Fig. 1: congestion heat map
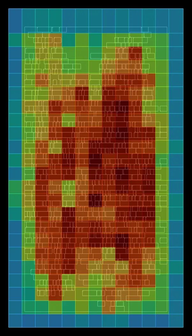
Fig. 2: cell classes on the final placement
(3 px per um)
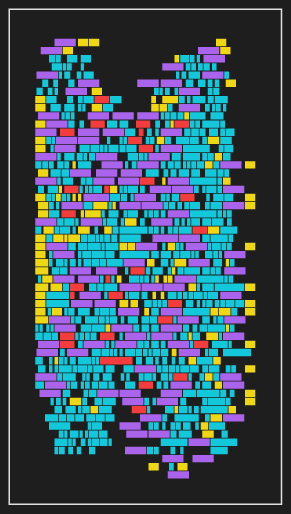
Fig. 3: zoomed window
Window x 10 to 35, y 111 to 136 um. Cells in gray, sequential cells in the stronger gray; small squares are vias.
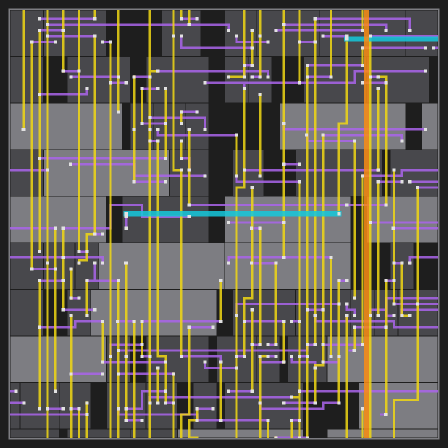
Fig. 4: metal 1
(4 px per um)
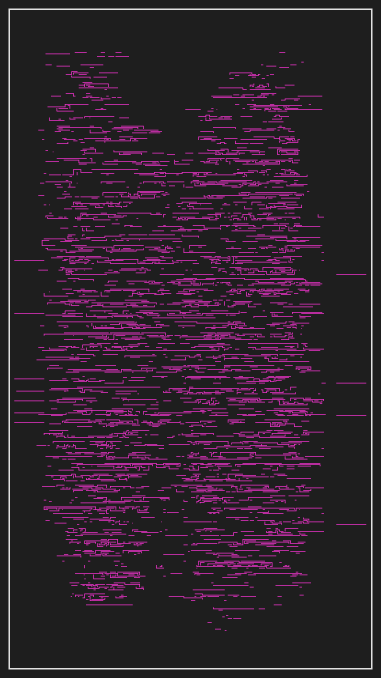
`config.mk`:
```
export PLATFORM = sky130hd
export DESIGN_NAME = div_square_system_flat
export DESIGN_NICKNAME = d
export VERILOG_FILES = /design/src/rtl/div_square_pkg.sv /design/src/rtl/div_square_system_if.sv /design/src/rtl/div_square_system_div_seq.sv /design/src/rtl/div_square_system.sv /design/src/flat_wrapper.sv
export SDC_FILE = /design/constraint.sdc
export NUM_CORES = 1
export LEC_CHECK = 0
export CORE_ASPECT_RATIO = 2
export CORE_MARGIN = 8
export CORE_UTILIZATION = 55
export CTS_BUF_LIST = sky130_fd_sc_hd__clkbuf_8
export DETAILED_ROUTE_END_ITERATION = 10
export GPL_TIMING_DRIVEN = 0
export PLACE_DENSITY = 0.9
export SLEW_MARGIN = 25
export SYNTH_ARGS = -nofsm -noshare
export SYNTH_HDL_FRONTEND = slang
export SYNTH_HIERARCHICAL = 1
export SYNTH_SLANG_ARGS = --single-unit
```
`constraint.sdc`:
```
create_clock -name clk_i -period 2.5 [get_ports clk_i]
set_clock_uncertainty 0.15 [all_clocks]
set_input_delay 0.625 -clock clk_i [delete_from_list [all_inputs] [get_ports clk_i]]
set_output_delay 0.625 -clock clk_i [all_outputs]
set_load 0.05 [all_outputs]
```
`src/rtl/div_square_pkg.sv`:
```
// Shared types and constants for the divide-then-square datapath.
package div_square_pkg;
  localparam int Y_W       = 16;
  localparam int A_W       = 8;
  localparam int DIV_ITERS = 16;
  localparam int SQR_ITERS = 8;
  localparam logic [Y_W-1:0] ERR_RESULT = 16'hFFFF;

  typedef enum logic [1:0] {
    IDLE = 2'd0,
    DIV  = 2'd1,
    SQR  = 2'd2,
    DONE = 2'd3
  } state_t;
endpackage

```
`src/rtl/div_square_system_if.sv`:
```
// Start/busy handshake bundle for div_square_system.
interface div_square_system_if;
  import div_square_pkg::*;
  logic           start_i;
  logic [Y_W-1:0] y_bi;
  logic [A_W-1:0] a_bi;
  logic [Y_W-1:0] result_bo;
  logic           err_o;
  logic           busy_o;
  logic           done_o;

  modport master (output start_i, y_bi, a_bi,
                  input  result_bo, err_o, busy_o, done_o);
  modport slave  (input  start_i, y_bi, a_bi,
                  output result_bo, err_o, busy_o, done_o);
endinterface

```
`src/rtl/div_square_system_div_seq.sv`:
```
// 16/8 restoring divider, one quotient bit per edge MSB first; the full
// 16-bit quotient is kept so the caller can detect overflow past 8 bits.
module div_seq
  import div_square_pkg::*;
(
  input  logic           clk_i,
  input  logic           rst_i,
  input  logic           start_i,
  input  logic [Y_W-1:0] y_bi,
  input  logic [A_W-1:0] a_bi,
  output logic           busy_o,
  output logic           last_o,
  output logic [Y_W-1:0] quot_bo
);
  logic [Y_W-1:0] dvd, quot, quot_nxt;
  logic [A_W-1:0] dvs;
  logic [A_W:0]   rem, shifted, rem_nxt;
  logic [3:0]     cnt;
  logic           ge;

  always_comb begin
    shifted  = {rem[A_W-1:0], dvd[Y_W-1]};
    ge       = shifted >= {1'b0, dvs};
    rem_nxt  = ge ? shifted - {1'b0, dvs} : shifted;
    quot_nxt = {quot[Y_W-2:0], ge};
  end

  // quot_bo already includes this edge's bit so the final edge can be acted on
  assign last_o  = busy_o && (cnt == 4'(DIV_ITERS - 1));
  assign quot_bo = quot_nxt;

  always_ff @(posedge clk_i) begin
    if (!rst_i) begin
      dvd    <= '0;
      dvs    <= '0;
      rem    <= '0;
      quot   <= '0;
      cnt    <= '0;
      busy_o <= 1'b0;
    end else if (start_i && !busy_o) begin
      dvd    <= y_bi;
      dvs    <= a_bi;
      rem    <= '0;
      quot   <= '0;
      cnt    <= '0;
      busy_o <= 1'b1;
    end else if (busy_o) begin
      dvd  <= {dvd[Y_W-2:0], 1'b0};
      rem  <= rem_nxt;
      quot <= quot_nxt;
      cnt  <= cnt + 4'd1;
      if (last_o) busy_o <= 1'b0;
    end
  end
endmodule

```
`src/rtl/div_square_system.sv`:
```
// Recovers b = floor(y/a)^2: sequential divide, then shift-add square.
module div_square_system
  import div_square_pkg::*;
(
  input  logic clk_i,
  input  logic rst_i,
  div_square_system_if.slave bus
);
  state_t         state;
  logic [Y_W-1:0] result;
  logic           err;
  logic [Y_W-1:0] sq_acc, sq_mcand, sq_acc_nxt;
  logic [A_W-1:0] sq_mplier;
  logic [2:0]     sq_cnt;
  logic           div_start, div_busy, div_last;
  logic [Y_W-1:0] div_quot;

  assign div_start = (state == IDLE) && bus.start_i && (bus.a_bi != '0);

  div_seq u_div (
    .clk_i   (clk_i),
    .rst_i   (rst_i),
    .start_i (div_start),
    .y_bi    (bus.y_bi),
    .a_bi    (bus.a_bi),
    .busy_o  (div_busy),
    .last_o  (div_last),
    .quot_bo (div_quot)
  );

  assign sq_acc_nxt = sq_acc + (sq_mplier[0] ? sq_mcand : '0);

  always_ff @(posedge clk_i) begin
    if (!rst_i) begin
      state     <= IDLE;
      result    <= '0;
      err       <= 1'b0;
      sq_acc    <= '0;
      sq_mcand  <= '0;
      sq_mplier <= '0;
      sq_cnt    <= '0;
    end else begin
      case (state)
        IDLE: if (bus.start_i) begin
          err <= 1'b0;
          if (bus.a_bi == '0) begin
            err    <= 1'b1;
            result <= ERR_RESULT;
            state  <= DONE;
          end else begin
            state <= DIV;
          end
        end
        DIV: if (div_busy && div_last) begin
          // quotient no longer fits the squarer's 8-bit operand
          if (|div_quot[Y_W-1:A_W]) begin
            err    <= 1'b1;
            result <= ERR_RESULT;
            state  <= DONE;
          end else begin
            sq_acc    <= '0;
            sq_mcand  <= {{(Y_W-A_W){1'b0}}, div_quot[A_W-1:0]};
            sq_mplier <= div_quot[A_W-1:0];
            sq_cnt    <= '0;
            state     <= SQR;
          end
        end
        SQR: begin
          sq_acc    <= sq_acc_nxt;
          sq_mcand  <= {sq_mcand[Y_W-2:0], 1'b0};
          sq_mplier <= {1'b0, sq_mplier[A_W-1:1]};
          sq_cnt    <= sq_cnt + 3'd1;
          if (sq_cnt == 3'(SQR_ITERS - 1)) begin
            result <= sq_acc_nxt;
            state  <= DONE;
          end
        end
        DONE:    state <= IDLE;
        default: state <= IDLE;
      endcase
    end
  end

  assign bus.busy_o    = (state != IDLE);
  assign bus.done_o    = (state == DONE);
  assign bus.result_bo = result;
  assign bus.err_o     = err;
endmodule

```
`src/flat_wrapper.sv`:
```
// flat-port wrapper written by rule: the top's interface ports become plain ports
module div_square_system_flat import div_square_pkg::*;
  (clk_i, rst_i, bus_start_i, bus_y_bi, bus_a_bi, bus_result_bo, bus_err_o, bus_busy_o, bus_done_o);
  div_square_system_if bus_i ();
  input  logic clk_i;
  input  logic rst_i;
  input wire logic [$bits(bus_i.start_i)-1:0] bus_start_i;
  input wire logic [$bits(bus_i.y_bi)-1:0] bus_y_bi;
  input wire logic [$bits(bus_i.a_bi)-1:0] bus_a_bi;
  output wire logic [$bits(bus_i.result_bo)-1:0] bus_result_bo;
  output wire logic [$bits(bus_i.err_o)-1:0] bus_err_o;
  output wire logic [$bits(bus_i.busy_o)-1:0] bus_busy_o;
  output wire logic [$bits(bus_i.done_o)-1:0] bus_done_o;
  assign bus_i.start_i = bus_start_i;
  assign bus_i.y_bi = bus_y_bi;
  assign bus_i.a_bi = bus_a_bi;
  assign bus_result_bo = bus_i.result_bo;
  assign bus_err_o = bus_i.err_o;
  assign bus_busy_o = bus_i.busy_o;
  assign bus_done_o = bus_i.done_o;
  div_square_system u_core (.clk_i(clk_i), .rst_i(rst_i), .bus(bus_i));
endmodule
```
==> notes.md <==
Latest figures from synthesis and place and route.

The core area is 0.0108 mm^2. The die width is 90.3 um. The proportion of register bits with asynchronous set or reset after synthesis is 0%. The routed design uses 1000 um of met3 wire. The number of setup buffers added after CTS is 12.

The number of warnings reported in the stage logs is 33. The leading register cell type out of synthesis is sky130_fd_sc_hd__dfxtp_1. The transition at the pin with the smallest max-transition slack is between 0.6 and 0.7 ns.

For the final routed database, the setup TNS stands at -1.58 ns. The clock-pin slew reported for the worst setup and hold paths after clock tree synthesis is ~0.070 ns. Per the timing report, the biggest fanout along the worst path comes to 5. The most frequently used library cell after synthesis is sky130_fd_sc_hd__dfxtp_1.

According to the CTS report, the clock sink count is about 110. The post-synth tally of flip-flops with integrated enable is 0. The first-pass GRT wire length is approximately 28000 um. Buffers placed on the I/O ports in this run total around 45. Per the OpenROAD floorplan log, the area of the die is about 0.015 mm^2.

The count of H-tree levels built during CTS is 4. The floorplan step set the die height to 165 um. Counting instances in the post-synthesis netlist gives the leading cell types as sky130_fd_sc_hd__dfxtp_1 (114), sky130_fd_sc_hd__nand2_1 (69), sky130_fd_sc_hd__nor2_1 (65). The share of the synthesized area in the top cell type is between 30% and 40%. The later pin in the worst-skew pair is clocked with a latency of 0.44 ns. The cell family contributing the most delay on the critical path is AND-OR/OR-AND gates. The post-detailed-route wirelength per cell is between 15 and 20 um. After layout, the worst path uses 109% of the clock period.

The total I/O pin count is between 40 and 50. The TritonCTS buffer count is 17. Summed over all layers, the global routing overflow is 0. The post-layout worst setup margin is -0.213 ns. The congestion estimate from routability-driven global placement came to about 0.92.

For this block, the routed nets add up to 18300 um of wire. Per the summary, power density relative to cell area is 1070 mW/mm^2. The count of nets after finishing is approximately 870. The total placed instance area is 0.00672 mm^2. The highest metal layer with signal wires is met4. Detailed routing placed a total of approximately 10000 um of wire on met2.

The share of final-layout standard cells stronger than drive strength 1 is roughly 17%. The final total power is 8.24 mW. Once detail routing completed, the nets flagged for antenna violations numbered 0. The count of cell types in the netlist is around 67. The startpoint type of the worst setup path is a register. The maximum clock frequency is ~370 MHz. The worst setup timing slack at the placement stage is -0.817 ns. The required time at the endpoint of the critical path is ~2.7 ns. TritonCTS built the clock tree.

The number of nets handed over by synthesis was between 700 and 800. The antenna diode count is 0. The area added between synthesis and finish is 27.1%. The number of max-slew violations in the final report is 0. The count of placed standard cells including taps is between 900 and 1000. Together, buffers and inverters on the worst path number 2. Post-CTS repair changed the size of around 52 cells.

The critical setup path kind is register to register. The synthesis-stage register bit count is ~110. In the layout the commonest cells are sky130_fd_sc_hd__dfxtp_1 (112), sky130_fd_sc_hd__nand2_1 (68), sky130_fd_sc_hd__nor2_1 (62). The number of standard-cell rows in the floorplan is roughly 54.

The cell at the root of the clock tree is sky130_fd_sc_hd__clkbuf_8. sky130_fd_sc_hd__dfxtp_1 takes more of the synthesized area than any other cell. After synthesis the cells add up to slightly above 0.006 mm^2. Per the STA report, the cell with the highest stage delay on the worst path is sky130_fd_sc_hd__dfxtp_4.

The number of remaining DRC errors is 0. The average footprint of a synthesized cell is 8.39 um^2. The filler-free cell count of the finished design is between 900 and 1000. For reference, the top cells by area after synthesis are sky130_fd_sc_hd__dfxtp_1 (38%), sky130_fd_sc_hd__ha_1 (6.4%), sky130_fd_sc_hd__mux2i_1 (6.1%), sky130_fd_sc_hd__nand2_1 (4.3%), sky130_fd_sc_hd__nor2_1 (4.0%). The met1 capacity usage during global routing is 20.1%.

According to the dpl log, the detail-placed design has an HPWL of between 10000 and 15000 um. The script logs the ratio of routed vias to standard cells as roughly 6.3. Per the slew report, the remaining headroom to the max-slew limit stands at a little under three fifths. The cell sequence reported for the critical path is buf_8 > and2_4 > ha_4 > fa_2 > a21o_1 > a221o_1 > o21ai_2 > buf_4 > o21ai_4 > xnor2_2 > a21oi_1. In the log, the iteration count for the first detailed-route pass is 5. The total cell area reported by yosys after synthesis is 0.00606 mm^2. The via count of the first global-routing pass came to ~6000. After synthesis, flip-flops and latches occupy 37.6% of the total area. No sink is reached through more buffers than the 2 on the longest clock path. The post-synthesis instance total is around 720. Hold is met by between 0.3 and 0.4 ns. The highest supply drop recorded on VDD is roughly 1.1 mV. For this design the static power due to leakage is 2.99 nW. The clock period minus final worst setup slack is between 2 and 3 ns. The arrival time at the worst endpoint is around 2.9 ns. The vias after detailed routing is approximately 6000. The sum of routed wire segments on met1 is 6080 um.

The worst setup path is captured at a register. The number of antenna violations at the first check in global routing is 0. The run finished, with violations left. Routing resource usage on met3 recorded by global route was under 10%. Entering global routing, the biggest net connects 17 pins. The min-delay analysis places its worst path in the category register to register.

The fill cell instance count of the final layout is 762. The top cell type in the final layout, fill and taps aside, is sky130_fd_sc_hd__dfxtp_1. The Yosys warning count is 6.

The checks that failed: setup timing. The report puts the hold buffer count at CTS at 0. After the first detailed-routing iteration, the DRC count stood at 540.

At the floorplan stage, the core utilization is reported as between 50% and 60%. The peak-usage layer in the global routing report is met2. Setup repair after global routing could not meet its margin everywhere. Across the run, the number of max-cap violations was 0. The finished cells cover roughly 0.0077 mm^2. The setup violation total in the final timing report is 9. The worst stage delay on the critical path is between 0.3 and 0.4 ns.
## Picture notes: Fig. 1
met2 track demand over resource in global routing: 45.6%
GR Util All Layers: 23.7%
final design utilization: 71.3%

## Picture notes: Fig. 2
class	color	cells	share of their area
flops	purple	114	30%
other buffers and delay cells	yellow	110	12%
clock drivers and dummy loads	red	29	5.0%
combinational and other logic	cyan	562	52%

## Picture notes: Fig. 3
layer	color
metal 4	orange
metal 1	purple
metal 3	cyan
metal 2	yellow
sequential cells in the window	12
netlist names of flops here include	u_core/u_div/dvd (7), u_core/u_div/quot (3), u_core/u_div/cnt (2)
most frequent	dfxtp_1 (12), mux2i_1 (9), nand2_1 (7)
cells with their middle in the window	56

## Picture notes: Fig. 4
wire length on this layer	6080 um
share of all routed wire	33%
main direction	horizontal

==> final cells by class <==
| cell class | count | area, um^2 | share of cell area (%) |
|---|---|---|---|
| Multi-Input combinational cell | 541 | 3860 | 50.1 |
| Clock buffer | 24 | 330 | 4.29 |
| Tap cell | 140 | 175 | 2.27 |
| Sequential cell | 114 | 2290 | 29.7 |
| Buffer | 45 | 292 | 3.78 |
| Timing Repair Buffer | 65 | 628 | 8.15 |
| Clock inverter | 5 | 50.0 | 0.649 |
| Inverter | 21 | 80.1 | 1.04 |
==> power breakdown <==
group	leakage, nW	switching (mW)	internal (mW)
sequential	0.928	0.237	2.16
clock	0.202	0.712	0.948
combinational	1.86	2.59	1.59
==> flip-flops by register name (all words and copies together) (netlist names) <==
register,count
u_core/u_div/cnt,4
u_core/u_div/busy_o,1
u_core/sq_acc,16
u_core/u_div/rem,8
u_core/u_div/quot,15
u_core/bus.result_bo,16
u_core/state,2
u_core/sq_cnt,3
u_core/sq_mcand,16
u_core/u_div/dvs,8
u_core/bus.err_o,1
u_core/u_div/dvd,16
u_core/sq_mplier,8
==> kinds of logic after synthesis <==
group | after synthesis | synth area share (%)
AND/OR/NAND/NOR | 272 | 21.6
AND-OR/OR-AND | 184 | 20.6
flip-flops | 114 | 37.6
buffers and inverters | 68 | 4.85
multiplexers | 37 | 6.11
adder cells (fa/ha/maj) | 33 | 7.06
XOR/XNOR | 15 | 2.17
==> path summary, 6_finish.rpt <==
kind	startpoint	end	slack (ns)	depth (start not counted)
setup reg to reg	u_core/sq_mplier[0]	u_core/bus.result_bo[12]	-0.21	11
hold / removal	u_core/sq_mcand[15]	u_core/sq_mcand[15]	0.31	2
hold reg to reg	u_core/sq_mcand[15]	u_core/sq_mcand[15]	0.31	2
setup / recovery	u_core/sq_mplier[0]	u_core/bus.result_bo[12]	-0.21	11
Power and IR drop assume default switching activity.
